===== config.mk =====
export PLATFORM = sky130hd
export DESIGN_NAME = mem_stage
export DESIGN_NICKNAME = d
export VERILOG_FILES = /design/src/rtl/mem_stage.sv
export SDC_FILE = /design/constraint.sdc
export NUM_CORES = 1
export LEC_CHECK = 0
export CAP_MARGIN = 20
export CELL_PAD_IN_SITES_DETAIL_PLACEMENT = 0
export CELL_PAD_IN_SITES_GLOBAL_PLACEMENT = 2
export CORE_MARGIN = 3
export CORE_UTILIZATION = 26
export CTS_CLUSTER_DIAMETER = 40
export DETAILED_ROUTE_END_ITERATION = 8
export GPL_TIMING_DRIVEN = 0
export PLACE_DENSITY_LB_ADDON = 0.1
export RECOVER_POWER = 100
export SETUP_SLACK_MARGIN = 0.5
export SLEW_MARGIN = 20
export SYNTH_ARGS = -nofsm -noshare
export SYNTH_HDL_FRONTEND = slang
export SYNTH_SLANG_ARGS = --single-unit
export TNS_END_PERCENT = 20

===== constraint.sdc =====
create_clock -name clk -period 2.65 [get_ports clk]
set_input_delay 0.265 -clock clk [delete_from_list [all_inputs] [get_ports clk]]
set_output_delay 0.265 -clock clk [all_outputs]
set_load 0.005 [all_outputs]

===== src/rtl/mem_stage.sv =====
// ---------------------------------------------------------------------------
// mem_stage
// MIPS memory stage. Takes the Execute outputs (ALU result, zero flag,
// branch target, store data) plus pipeline control, resolves branches,
// performs loads/stores over a req/ready data-memory port and hands one
// registered writeback record per instruction to the WB stage. Execute is
// stalled while a memory access is outstanding.
//
// Ports
//   clk, rst_n            clock, asynchronous active-low reset
//   ex_valid              Execute presents an instruction this cycle
//   ex_result             ALU result (memory address for loads/stores)
//   ex_zero               ALU zero flag
//   ex_add_result         branch target
//   ex_store_data         rt value for stores
//   ex_write_reg          destination register
//   ex_mem_read/ex_mem_write/ex_branch/ex_reg_write/ex_mem_to_reg  control
//   ex_stall              Execute must hold its outputs stable
//   pc_src, branch_target take-branch pulse and its target
//   dmem_req/dmem_we/dmem_addr/dmem_wdata   data-memory request
//   dmem_ready/dmem_rdata                   data-memory response
//   wb_valid, wb_reg_write, wb_write_reg, wb_data,
//   wb_misaligned, wb_bus_error             writeback record
//   dbg_state             current FSM state (0 = IDLE, 1 = ACCESS)
//
// Handshake: a memory transfer completes on every rising edge where
// dmem_req and dmem_ready are both 1. Once raised, dmem_req, dmem_we,
// dmem_addr and dmem_wdata stay constant until that edge (or until the
// wait limit aborts the request); dmem_rdata is sampled only on the
// completing edge.
// ---------------------------------------------------------------------------
module mem_stage #(
    parameter int DATA_W   = 32,
    parameter int REG_W    = 5,
    parameter int MAX_WAIT = 255
) (
    input  logic              clk,
    input  logic              rst_n,
    input  logic              ex_valid,
    input  logic [DATA_W-1:0] ex_result,
    input  logic              ex_zero,
    input  logic [DATA_W-1:0] ex_add_result,
    input  logic [DATA_W-1:0] ex_store_data,
    input  logic [REG_W-1:0]  ex_write_reg,
    input  logic              ex_mem_read,
    input  logic              ex_mem_write,
    input  logic              ex_branch,
    input  logic              ex_reg_write,
    input  logic              ex_mem_to_reg,
    output logic              ex_stall,
    output logic              pc_src,
    output logic [DATA_W-1:0] branch_target,
    output logic              dmem_req,
    output logic              dmem_we,
    output logic [DATA_W-1:0] dmem_addr,
    output logic [DATA_W-1:0] dmem_wdata,
    input  logic              dmem_ready,
    input  logic [DATA_W-1:0] dmem_rdata,
    output logic              wb_valid,
    output logic              wb_reg_write,
    output logic [REG_W-1:0]  wb_write_reg,
    output logic [DATA_W-1:0] wb_data,
    output logic              wb_misaligned,
    output logic              wb_bus_error,
    output logic              dbg_state
);

    typedef enum logic {
        IDLE   = 1'b0,
        ACCESS = 1'b1
    } state_t;

    localparam int CNT_W = $clog2(MAX_WAIT + 1);
    localparam logic [CNT_W-1:0] WAIT_LIMIT = CNT_W'(MAX_WAIT);

    state_t           state;
    logic [CNT_W-1:0] wait_cnt;

    // Control of the instruction parked in ACCESS. The address doubles as
    // the held ALU result, so it is not stored twice.
    logic             hold_write;
    logic             hold_reg_write;
    logic             hold_mem_to_reg;
    logic [REG_W-1:0] hold_write_reg;

    logic             is_mem;
    logic             misaligned;
    logic [CNT_W-1:0] cnt_next;
    logic             timeout;

    assign is_mem     = ex_mem_read | ex_mem_write;
    assign misaligned = (ex_result[1:0] != 2'b00);
    assign cnt_next   = wait_cnt + 1'b1;
    // The cycle that would bring the count to the limit is the last one
    // the request is allowed to stay unanswered.
    assign timeout    = (cnt_next == WAIT_LIMIT);

    assign ex_stall  = (state == ACCESS);
    assign dbg_state = (state == ACCESS);

    always_ff @(posedge clk or negedge rst_n) begin
        if (!rst_n) begin
            state           <= IDLE;
            wait_cnt        <= '0;
            hold_write      <= 1'b0;
            hold_reg_write  <= 1'b0;
            hold_mem_to_reg <= 1'b0;
            hold_write_reg  <= '0;
            pc_src          <= 1'b0;
            branch_target   <= '0;
            dmem_req        <= 1'b0;
            dmem_we         <= 1'b0;
            dmem_addr       <= '0;
            dmem_wdata      <= '0;
            wb_valid        <= 1'b0;
            wb_reg_write    <= 1'b0;
            wb_write_reg    <= '0;
            wb_data         <= '0;
            wb_misaligned   <= 1'b0;
            wb_bus_error    <= 1'b0;
        end else begin
            // Both pulses default low; only a capture or completion raises them.
            wb_valid <= 1'b0;
            pc_src   <= 1'b0;

            case (state)
                IDLE: begin
                    if (ex_valid) begin
                        pc_src        <= ex_branch & ex_zero;
                        branch_target <= ex_add_result;
                        if (!is_mem) begin
                            wb_valid      <= 1'b1;
                            wb_reg_write  <= ex_reg_write;
                            wb_write_reg  <= ex_write_reg;
                            wb_data       <= ex_result;
                            wb_misaligned <= 1'b0;
                            wb_bus_error  <= 1'b0;
                        end else if (misaligned) begin
                            // Never reaches the bus; retire immediately as an exception.
                            wb_valid      <= 1'b1;
                            wb_reg_write  <= 1'b0;
                            wb_write_reg  <= ex_write_reg;
                            wb_data       <= ex_result;
                            wb_misaligned <= 1'b1;
                            wb_bus_error  <= 1'b0;
                        end else begin
                            state           <= ACCESS;
                            wait_cnt        <= '0;
                            dmem_req        <= 1'b1;
                            // Read+write together is treated as a write.
                            dmem_we         <= ex_mem_write;
                            dmem_addr       <= ex_result;
                            dmem_wdata      <= ex_store_data;
                            hold_write      <= ex_mem_write;
                            hold_reg_write  <= ex_reg_write;
                            hold_mem_to_reg <= ex_mem_to_reg;
                            hold_write_reg  <= ex_write_reg;
                        end
                    end
                end

                ACCESS: begin
                    // ready is tested first so it wins over a same-edge timeout.
                    if (dmem_ready) begin
                        state         <= IDLE;
                        wait_cnt      <= '0;
                        dmem_req      <= 1'b0;
                        dmem_we       <= 1'b0;
                        wb_valid      <= 1'b1;
                        wb_reg_write  <= hold_reg_write & ~hold_write;
                        wb_write_reg  <= hold_write_reg;
                        wb_data       <= hold_mem_to_reg ? dmem_rdata : dmem_addr;
                        wb_misaligned <= 1'b0;
                        wb_bus_error  <= 1'b0;
                    end else if (timeout) begin
                        state         <= IDLE;
                        wait_cnt      <= '0;
                        dmem_req      <= 1'b0;
                        dmem_we       <= 1'b0;
                        wb_valid      <= 1'b1;
                        wb_reg_write  <= 1'b0;
                        wb_write_reg  <= hold_write_reg;
                        wb_data       <= dmem_addr;
                        wb_misaligned <= 1'b0;
                        wb_bus_error  <= 1'b1;
                    end else begin
                        wait_cnt <= cnt_next;
                    end
                end
            endcase
        end
    end

endmodule


### Wiring by layer, run 1

The bar under the picture is 50 um long. Only two layers are drawn.
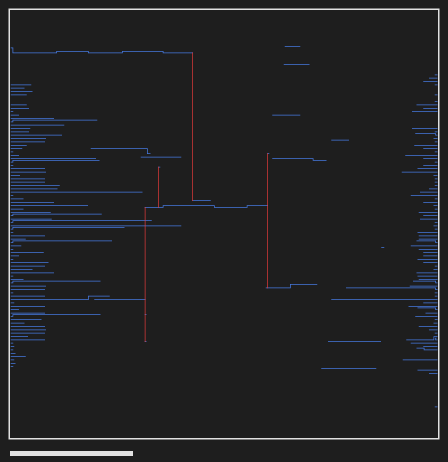
red -> metal 4  # wire length 185 um
blue -> metal 3  # wire length 1960 um
vias post-DR: 6109
final wirelength: 24800 um
drt wl/cell: 18.1 um
GRT Total Usage: 16.3%

### Sequential cells colored by netlist name, run 1

The bar under the picture is 50 um long. Other sequential cells in the stronger gray, the rest of the logic in the fainter gray.
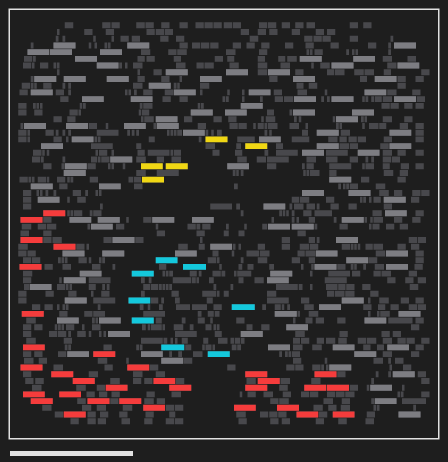
cyan -> wait_cnt  # flops 8
yellow -> wb_write_reg  # flops 5
red -> branch_target  # flops 32
not colored = 112
utilization after layout: 41.8%
Seq area share: 34.5%
seq pwr: 3.07 mW
sequential cell area: 3930 sq um

### Cell classes on the final placement, run 1

The bar under the picture is 50 um long.
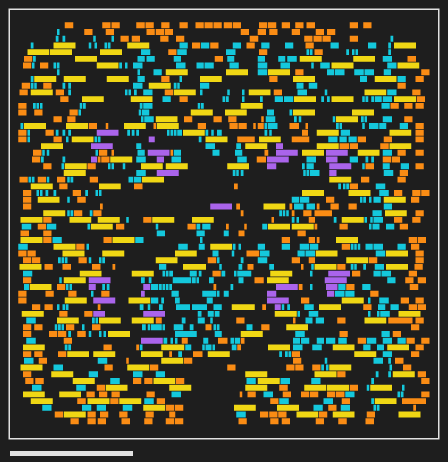
yellow -> sequential cells  # cells 157, share of their area 36%
orange -> remaining buffers and delay cells  # cells 342, share of their area 30%
cyan -> combinational and other logic  # cells 467, share of their area 29%
purple -> clock drivers and dummy loads  # cells 32, share of their area 5.2%
Cell Rows: 60
total core area: 27300 sq um
Final Cell Area: 11400 sq um

==> summary.txt, run 1 <==
ys cells = 671
setup_tns = 0 ns
Final Net Count = 1130
layout cells sized above 1 = 13.9%
worst rel slew slack = -16.3%
Max Buffers Root-to-Sink = 2
initial antenna violation count = 0
DPL Wire Length = 17800 um
biggest area cells = dfrtp_1 (54%), nand2_1 (12%), mux2_2 (9.9%), o221a_1 (5.7%), mux2i_1 (4.7%)
Largest type area fraction = 53.9%
min-delay src = ex_store_data[14]
drt pass-1 iters = 4
yosys stat area = 7290 sq um
peak supply drop = 0.276 mV
DP Area = 10700 sq um
final worst-path cycle share = 84.7%
RSZ-0062 raised after global routing = yes
Setup crit start = wait_cnt[0]
Worst Hold Depth = 3
CP arrival = 2.54 ns
cell taking the most area after synthesis = dfrtp_1
DR vias/cell = 4.46
worst min path class = primary input to register
Dominant flop cell = dfrtp_1
final setup vio count = 0
Worst Hold Endpoint = dmem_wdata[14]
YS warnings = 0
post-synthesis sequential area ratio = 53.9%
crit path to = wb_data[23]
top-count cell post-synth = nand2_1
flops & latches, synth = 157
Iter 0 DRT Violations = 169
first-pass GRT wire length = 38800 um
failing checks = max-capacitance violations, max-slew violations
reg2reg setup slack = 0.41 ns
dpl ws = -0.157 ns
Pwr Density = 655 nW/um^2
fill count = 2699
Hold Fails Final Rpt = 0
Max Slew Vio Count = 25
Synth cell types = 46
gr ovfl total = 0
Syn Nets = 816
DIE HEIGHT = 173 um
Max Cap Violations = 1
Post-CTS Hold Buffers = 1
outcome = finished with violations
Area growth, synth to finish = 56.2%
final setup margin = 0.405 ns
cells on worst reg2reg path = 9
ys async rst share = 100%
synthesized area per cell = 10.9 sq um
CTS tree = yes
Worst Path Max Fanout = 10
comb. cell area = 3150 sq um
tool warnings = 28
number of port buffers = 284
Clock Latency Late Sink = 0.42 ns
die width = 173 um
CTS buffer count = 17
DR DRC count = 0
Setup Buffers After CTS = 7
Worst-path clk slew = 0.07 ns
n_diodes = 0
Pwr Total = 7.47 mW
[run 1: layer usage]
layer	GRT usage [%]	share of wire (%)	routed length, um	up-vias
li1	-	-	-	2973
met1	22.0	47	11600	2931
met2	25.3	45	11100	194
met3	5.72	7.9	1950	11
met4	3.14	0.74	184	0
met5	0	0	0	-
[run 1: cells by family after synthesis]
family,share of synthesized area (%)
and+or+nand+nor,14.8
adders and majority gates,0.343
buffers and inverters,3.50
xor gates and xnor gates,0.360
DFF,53.9
AOI/OAI and AO/OA,12.5
muxes,14.7
[run 1: power by group]
part / switching [mW] / total, mW / internal, mW
Clock: 1.10 / 2.40 / 1.30
Combinational: 0.779 / 2.00 / 1.22
Sequential: 0.280 / 3.07 / 2.79
[run 1: critical path: stages, from the launching register on]
cell	delay, ns
dfrtp_2	0.42
ha_4	0.18
nand3_1	0.13
nor2_1	0.09
a311oi_1	0.48
nor3_4	0.09
nand2b_1	0.17
buf_6	0.16
buf_6	0.15
o221a_1	0.25
[run 1: final cells by class]
type	instances	share of cell area (%)
Tap cell	372	4.08
Clock inverter	12	0.900
Buffer	47	2.71
Clock buffer	20	4.10
Multi-Input combinational cell	464	27.7
Timing Repair Buffer	295	25.9
Inverter	3	0.0988
Sequential cell	157	34.5
[run 1: layout by cell type, fill, tap and decap left out, types with 4 or more instances in the layout]
master and count:
nor2_1 9, clkbuf_16 17, clkbuf_2 4, clkdlybuf4s50_1 142, clkbuf_1 27, o221a_1 37, buf_4 10, a2bb2oi_1 32
mux2i_1 34, nand2_1 225, nor2b_1 8, dlygate4sd3_1 142, and2_1 4, dfrtp_1 154, a211o_1 7, o21ai_0 6
mux2_2 64, buf_6 6
==> run 1 -> run 2 <==
Clock period 2.65 ns to 2.34 ns, I/O delays scaled along.
### Gate families picked out, run 2

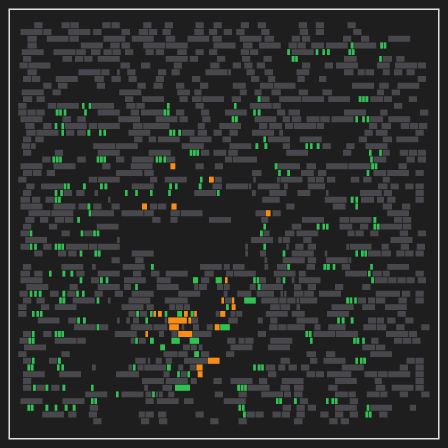
green -> nand cells  # cells 233, most used nand2_1, where all over the die
orange -> nor cells  # cells 23

==> run 2 against run 1 <==
Compared with the run above: the run now ends clean; fmax grew 6.8%; critical path depth unchanged; sequential cell count unchanged; cell area rose by 4.6%; synthesized area unchanged; power grew 18%; clock power is 21% higher; wire length rose by 4.2%; register-to-register slack lost 0.17 ns; clock skew is 0.0021 ns higher.
==> summary.txt, run 2 <==
outcome = finished clean (was finished with violations)
number of port buffers = 284 (unchanged)
first-pass GRT wire length = 40000 um (was 38800 um)
Crit Path Class = register to register (unchanged)
wire length on met2 = 11700 um (was 11100 um)
setup_tns = 0 ns (unchanged)
Cell Rows = 60 (unchanged)
Post-DRT Antenna Nets = 0 (unchanged)
yosys aoi share = 12.5% (unchanged)
peak supply drop = 0.377 mV (was 0.276 mV)
synthesized area per cell = 10.9 sq um (unchanged)
Post-CTS Hold Buffers = 1 (unchanged)
Worst-Margin Slew = 1.24 ns (was 1.74 ns)
CP bufs+invs = 2 (unchanged)
starting density of the core = 26.8% (unchanged)
gr ovfl total = 0 (unchanged)
post-synthesis sequential area ratio = 53.9% (unchanged)
cell taking the most area after synthesis = dfrtp_1 (unchanged)
Max Buffers Root-to-Sink = 2 (unchanged)
I/O Pins = 285 (unchanged)
YS warnings = 0 (unchanged)
Iter 0 DRT Violations = 252 (was 169)
Hold Fails Final Rpt = 0 (unchanged)
pin count of the biggest net entering global routing = 80 (was 69)
DR WL met3 = 2030 um (was 1950 um)
CTS Sinks = 157 (unchanged)
die width = 173 um (unchanged)
Clock Latency Late Sink = 0.43 ns (was 0.42 ns)
final worst-path cycle share = 89.8% (was 84.7%)
DPL Wire Length = 17900 um (was 17800 um)
fill count = 2652 (was 2699)
Post-synth EDFFs = 0 (unchanged)
DR vias/cell = 4.49 (was 4.46)
reg2reg setup slack = 0.24 ns (was 0.41 ns)
Synth cell types = 46 (unchanged)
comb. cell area = 3340 sq um (was 3150 sq um)
Fmax = 0.476 GHz (was 0.446 GHz)
cells on worst reg2reg path = 9 (unchanged)
CTS buffer count = 17 (unchanged)
Hold Slack = 0.327 ns (was 0.361 ns)
Root Driver = clkbuf_16 (unchanged)
grt met2 use = 26.3% (was 25.3%)
yosys stat area = 7290 sq um (unchanged)
total core area = 27300 sq um (unchanged)
Worst-path clk slew = 0.08 ns (was 0.07 ns)
ys cells = 671 (unchanged)
synth cell count leaders = nand2_1 (226), dfrtp_1 (157), mux2_2 (64) (unchanged)
Synth logic family = simple AND/OR/NAND/NOR gates (unchanged)
CTS tree = yes (unchanged)
Pwr Density = 739 nW/um^2 (was 655 nW/um^2)
Syn Inst Count = 671 (unchanged)
GRT Max-Usage Layer = met2 (unchanged)
Setup Buffers After CTS = 16 (was 7)
Top cells excl fill/tap = nand2_1 (221), dfrtp_1 (155), dlygate4sd3_1 (143) (was nand2_1 (225), dfrtp_1 (154), dlygate4sd3_1 (142), clkdlybuf4s50_1 (142), mux2_2 (64))
Max Cap Violations = 0 (was 1)
top-count cell post-synth = nand2_1 (unchanged)
crit path to = wait_cnt[2] (was wb_data[23])
Max Slew Vio Count = 0 (was 25)
routability congestion estimate = 0.685 (was 0.696)
CTS resizes = 57 (was 26)
Worst setup EP type = register (unchanged)
Area growth, synth to finish = 63.5% (was 56.2%)
layout cells sized above 1 = 17.3% (was 13.9%)
flops & latches, synth = 157 (unchanged)
DRT met1 WL = 11700 um (was 11600 um)
MUX share of area = 14.7% (unchanged)
Worst Skew = 0.0151 ns (was 0.0130 ns)
Commonest Layout Cell = nand2_1 (unchanged)
ys async rst share = 100% (unchanged)
delay-heaviest family, CP = AND-OR/OR-AND gates (unchanged)
vias in the first global route = 6525 (was 6458)
Reg-to-Reg Start = wait_cnt[0] (unchanged)
final setup vio count = 0 (unchanged)
die footprint = 30100 sq um (unchanged)
xor/xnor share = 0.360% (unchanged)
sequential cell area = 3930 sq um (about the same)
crit path max-delay cell type = dfrtp_1 (was a311oi_1)
Worst Path Max Fanout = 5 (was 10)
DR DRC count = 0 (unchanged)
worst min path class = primary input to register (unchanged)
met3 usage = 5.85% (was 5.72%)
Top Layer Used = met5 (was met4)
Worst setup SP type = register (unchanged)
Syn Nets = 816 (unchanged)
worst stage delay on the critical path = 0.46 ns (was 0.48 ns)
drt pass-1 iters = 4 (unchanged)
Final Net Count = 1149 (was 1130)
Critical Path RT = 2.65 ns (was 2.95 ns)
worst rel slew slack = 17.4% (was -16.3%)
Post-Synth Simple-Gate Area = 14.8% (unchanged)
CP Depth = 9 (unchanged)
tool warnings = 30 (was 28)
CP arrival = 2.41 ns (was 2.54 ns)
Largest type area fraction = 53.9% (unchanged)
initial antenna violation count = 2 (was 0)
biggest area cells = dfrtp_1 (54%), nand2_1 (12%), mux2_2 (9.9%), o221a_1 (5.7%), mux2i_1 (4.7%) (unchanged)
RSZ-0062 raised after global routing = yes (unchanged)
Setup crit start = wait_cnt[0] (unchanged)
Mapped Area = 7290 sq um (unchanged)
leakage power = 5.53 nW (was 5.21 nW)
Post-Synth Adder-Cell Area = 0.343% (unchanged)
GRT met1 Usage = 22.4% (was 22.0%)
cell chain of the critical path = ha_4 -> nand3_4 -> nor2_4 -> a311oi_4 -> clkbuf_1 -> o31ai_4 -> buf_6 -> nor3b_1 -> a221o_1 (was ha_4 -> nand3_1 -> nor2_1 -> a311oi_1 -> nor3_4 -> nand2b_1 -> buf_6 -> buf_6 -> o221a_1)
final worst path period need = 2.10 ns (was 2.24 ns)
Dominant flop cell = dfrtp_1 (unchanged)
RR Endpoint = wait_cnt[2] (was wb_data[23])
DIE HEIGHT = 173 um (unchanged)
H-tree levels = 4 (unchanged)
### Wiring by layer, run 2

The bar under the picture is 50 um long. Only two layers are drawn.
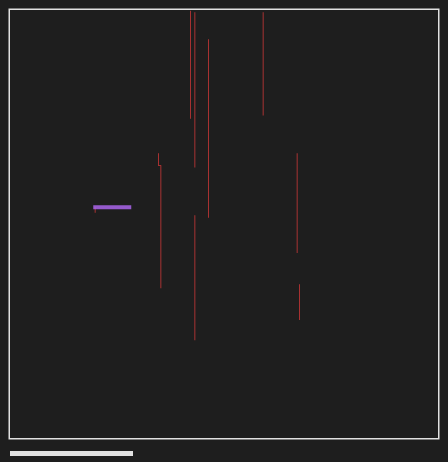
red -> metal 4  # wire length 382 um
purple -> metal 5  # wire length 13.8 um
final wirelength: 25800 um
drt wl/cell: 18.6 um
GRT Total Usage: 16.9%
vias post-DR: 6248

==> run 2: layout make-up <==
type                       instances  area share, %
multi-input combinational        464           28.0
clock inverter                    15           1.49
antenna                            1         0.0210
sequential                       157           33.0
timing repair buffer             314           26.6
inverter                           3         0.0944
clock buffer                      17           3.57
tap                              372           3.90
buffer                            47           3.41
==> run 2: cell families (layout without fill, tap and decap cells) <==
logic type | after synthesis | in the layout
mux | 99 | 99
compound gates | 97 | 97
simple gates | 263 | 263
buf+inv | 50 | 396
flops | 157 | 157
fa+ha+maj | 2 | 2
other cells | 0 | 1
xor+xnor | 3 | 3
==> run 2: how the worst min path moves through the flow <==
| stage | slack, ns | cells past startpoint | from | endpoint |
|---|---|---|---|---|
| 5_1_grt | 0.33 | 3 | ex_store_data[3] | dmem_wdata[3] |
| 6_report | 0.33 | 3 | ex_store_data[22] | dmem_wdata[22] |
| 4_1_cts | 0.30 | 3 | ex_store_data[8] | dmem_wdata[8] |
| 3_3_place_gp | 0.46 | 2 | dmem_wdata[20] | dmem_wdata[20] |
| 2_1_floorplan | -0.06 | 0 | rst_n | branch_target[0] |
| 3_5_place_dp | 0.30 | 1 | rst_n | dmem_addr[6] |
==> run 2: per-stage QoR <==
stage                     utilization, %  total power, mW  setup WS [ns]  cells  instance area (sq um)
after floorplan                        -             4.55          0.416    671                   7450
after global placement              39.5             6.02          -6.97   1327                  10800
after global routing                43.8             9.32          0.127   1390                  11900
after detailed placement            39.6             6.04         -0.415   1328                  10800
after CTS                           43.5             9.13          0.304   1381                  11900
final                               43.8             8.81          0.238   1390                  11900
==> run 2: power breakdown <==
group	total [mW]	internal, mW	switching [mW]	leakage (nW)
clock	2.91	1.61	1.29	0.296
sequential	3.49	3.16	0.330	1.98
combinational	2.41	1.49	0.916	3.26
total	8.81	6.27	2.54	5.53
Power figures rest on the tool's default switching activity, not on a simulated workload.
